==> config.mk <==
export PLATFORM = sky130hd
export DESIGN_NAME = wptr_full_ctrl
export DESIGN_NICKNAME = d
export VERILOG_FILES = /design/src/rtl/afifo_pkg.sv /design/src/rtl/gray2bin_conv.sv /design/src/rtl/wptr_full_ctrl.sv
export SDC_FILE = /design/constraint.sdc
export NUM_CORES = 1
export LEC_CHECK = 0
export ABC_AREA = 0
export CORE_MARGIN = 3
export CORE_UTILIZATION = 51
export CTS_BUF_LIST = sky130_fd_sc_hd__clkbuf_4
export DETAILED_ROUTE_END_ITERATION = 12
export GPL_TIMING_DRIVEN = 0
export PLACE_DENSITY = 0.95
export REMOVE_ABC_BUFFERS = 1
export SKIP_LAST_GASP = 1
export SLEW_MARGIN = 20
export SYNTH_ARGS = -nofsm -noshare
export SYNTH_HDL_FRONTEND = slang
export SYNTH_SLANG_ARGS = --single-unit
==> constraint.sdc <==
create_clock -name w_clk -period 3.9 [get_ports w_clk]
set_input_delay 0.78 -clock w_clk [delete_from_list [all_inputs] [get_ports w_clk]]
set_output_delay 0.78 -clock w_clk [all_outputs]
set_load 0.02 [all_outputs]
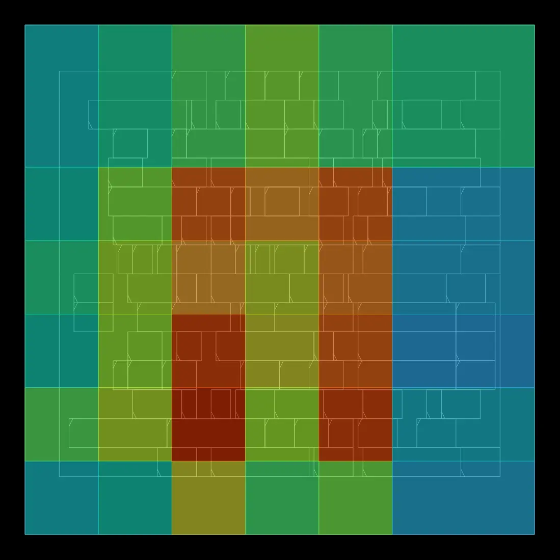
congestion_map.png
fin util: 75.71%
most heavily used metal layer in global routing: met2
met2 Use GR: 27.44%
met1 capacity usage during global routing: 23.49%
GRT Total Usage: 18.14%

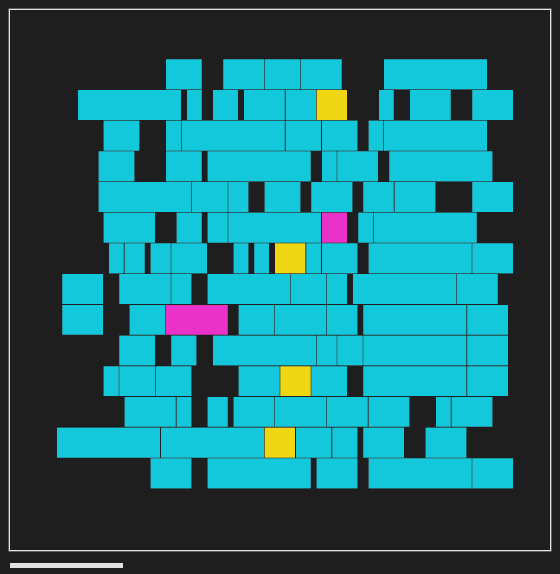
sizing.png
Scale bar: 10 um.
color	size	cells	share
magenta	x2	2	1.9%
yellow	x3 and x4	4	3.8%
cyan	x1 and smaller	99	94%
Area Overhead vs Synth: 33.61%
final worst setup slack: 0.3892 ns
Design Area, Final: 1194 sq um
non-clock buffer count: 25

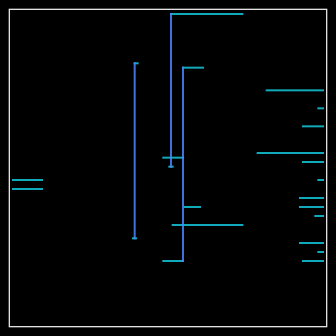
layers.png
Two of the layers only.
color	layer	wire length
cyan	M3	83.0 um
blue	M4	78.9 um
WL per Instance: 14.34 um
sum of routed wire length over all layers: 1735 um

==> notes.md <==
Physical implementation

The tool flagged a number of max-cap violations equal to 0. Among logic cells in the layout, the one with the most instances is clkdlybuf4s50_1. The sum of net half-perimeters after detailed placement is 1299 um. The total power divided by cell area is 1020 nW/um^2.

Yosys reports the multiplexer fraction of the synthesized area as 0%. The setup violation total in the final timing report is 0. The die height is 47.86 um. The iteration count recorded for the first detailed-route pass is 4.

The report puts the cell count of the worst reg-to-reg path at 9. Across all stage logs, warnings added up to 26. The final clock skew is 0.001646 ns.

The count of input and output buffers is 25. The post-synthesis cell count is 76. Among the non-sequential cells, XOR/XNOR gates take the most area. The width of the chip is 47.86 um. Detailed placement reports a standard cell area of 1164 sq um.

The post-detailed-route count of antenna-violating nets is 0. Looking at the clock tree report, the H-tree level count equals 1. The fraction of layout instances using a drive strength above 1 is 5.714%. The number of global-route vias before repair was 593. After the first detailed-routing iteration, the DRC count stood at 12. The data required time reported for the critical path is 4.12 ns. The number of synthesized register bits is 17. The warning tally printed by Yosys for this design is 0.

The worst-case clock buffer depth is 2. The commonest register cell is dfrtp_1. The final antenna diode tally reported by the flow is 0. The post-synthesis share of cell area spent on and, or, nand and nor gates is 8.683%. After the flow finishes, the layout carries non-filler instances totaling 121. The clock period could shrink to 3.511 ns. The final clock period utilization by the worst path is 90.02%. Summing the sequential cell areas from Yosys gives 47.62% of the chip area. Headroom to the max-slew limit came out at 59.38%. The most critical hold endpoint after final layout shows a slack of 0.5570 ns. The flow ran to the end, and the final reports show no timing, DRC or antenna violations. For reference, the critical path cell chain is clkdlybuf4s50_1 -> xor2_1 -> xnor2_1 -> xor2_1 -> xnor2_1 -> ha_1 -> fa_1 -> nor2b_1 -> o21ai_0 -> a311o_1 -> o211ai_1. On the critical path the data arrives at 3.73 ns.

The mapped netlist covers 893.4 sq um. STA classifies the critical path startpoint as a primary input. The core region is 1577 sq um. The post-synthesis compound-gate area fraction is 7.003%. The total placed cells including tap cells is 117.

Per the synthesis report, the dominant area consumer among library cells is dfrtp_1. In the final timing run, aggregate negative setup slack is 0 ns. The post-CTS setup buffer count is 0. STA on the placed design reports a worst setup slack of 0.1207 ns. The transition at the pin with the smallest max-transition slack is 0.6087 ns. The cell at the slowest stage of the critical path is clkdlybuf4s50_1. The initial antenna violation count is 0. Pin placement for this block handled 27 I/O pins. The post-detailed-route via-to-cell ratio is 5.405.

The clock net in this run drives a total of 17 sinks. VDD sags by at most 0.0004752 V. The hold buffer count at CTS is 0. The detailed router placed 654 vias in this run. Looking at the setup timing report, the critical path kind is primary input to register. The cell-mix breakdown from Yosys lists the XOR/XNOR area share as 23.67%. The average cell area after synthesis is 11.75 sq um. The total count of max-transition violations in the final report is 0.

The final weighted congestion recorded by global placement is 0.8133. In the final report, the number of hold violations comes to 0. The adder-cell share of the synthesized area is 9.244%. Clock latency on the worst-skew pair, taken at its later pin, is 0.29 ns. Per the detail_route report, DRC violations left total 0.

Post-CTS repair ended up resizing 0 cells. The first global-routing pass estimated 2718 um of wire. For flop-to-flop paths, the worst setup slack is 1.17 ns. STA classifies the critical path endpoint as a register. The sum of overflow across all layers after global routing is 0. The fraction of registers with async set/reset is 100.0%. The floorplan core density is 56.67%. In the layout the commonest cells are clkdlybuf4s50_1 (25), dfrtp_1 (17), xnor2_1 (10), xor2_1 (9), inv_1 (9). Summed over its instances, the top area cell type makes up 47.62% of the synthesized netlist area. The tally of unique sky130hd cells used after synthesis is 20. The tree is rooted in a clkbuf_4. The peak clock frequency supported by timing is 284.8 MHz. Counting instances, the worst hold path has a depth of 1. The post-CTS clock slew at the launch and capture registers of the worst setup and hold paths is 0.09 ns.
## power breakdown
part / total (mW) / internal (mW) / leakage (nW) / switching (mW)
clock network: 0.100 / 0.0468 / 0.0184 / 0.0536
logic: 0.799 / 0.373 / 0.323 / 0.426
registers: 0.318 / 0.271 / 0.204 / 0.0469
## Yosys cell counts (2+ instances only)
| cell | n |
|---|---|
| dfrtp_1 | 17 |
| xnor2_1 | 10 |
| inv_1 | 9 |
| xor2_1 | 9 |
| ha_1 | 5 |
| nand2_1 | 4 |
| nand3_1 | 4 |
| nor2b_1 | 2 |
| o211ai_1 | 2 |
| o21ai_0 | 2 |
| or3_1 | 2 |
| xnor3_1 | 2 |
## kinds of logic (layout without fill, tap and decap cells)
family	after synthesis	in the layout
AOI/OAI and AO/OA	8	8
buffers and inverters	9	38
xor gates and xnor gates	21	21
and+or+nand+nor	15	15
adders and majority gates	6	6
DFF	17	17
## final cells by class
cell class / count / area [sq um]
Clock buffer: 4 / 30.03
Multi-Input combinational cell: 50 / 434.2
Inverter: 9 / 33.78
Tap cell: 16 / 20.02
Sequential cell: 17 / 425.4
Timing Repair Buffer: 25 / 250.2
Fill cell: 110 / 382.9
## worst max-delay path, delay by kind of cell
family                   cells  cell delay [ns]
AND-OR/OR-AND                3             0.65
XOR/XNOR                     4             0.92
adder cells (fa/ha/maj)      2             0.63
buffers and inverters        1             0.61
AND/OR/NAND/NOR              1             0.16
## metal layers
layer  track usage [%]  up-vias  part of all wire (%)
li1                  -      309                     -
met1             23.49      313                    42
met2             27.44       25                    48
met3             3.383        7                   4.8
met4             11.83        0                   4.5
met5                 0        -                     0
No activity file was given, so power comes from the tool's default toggle rates.
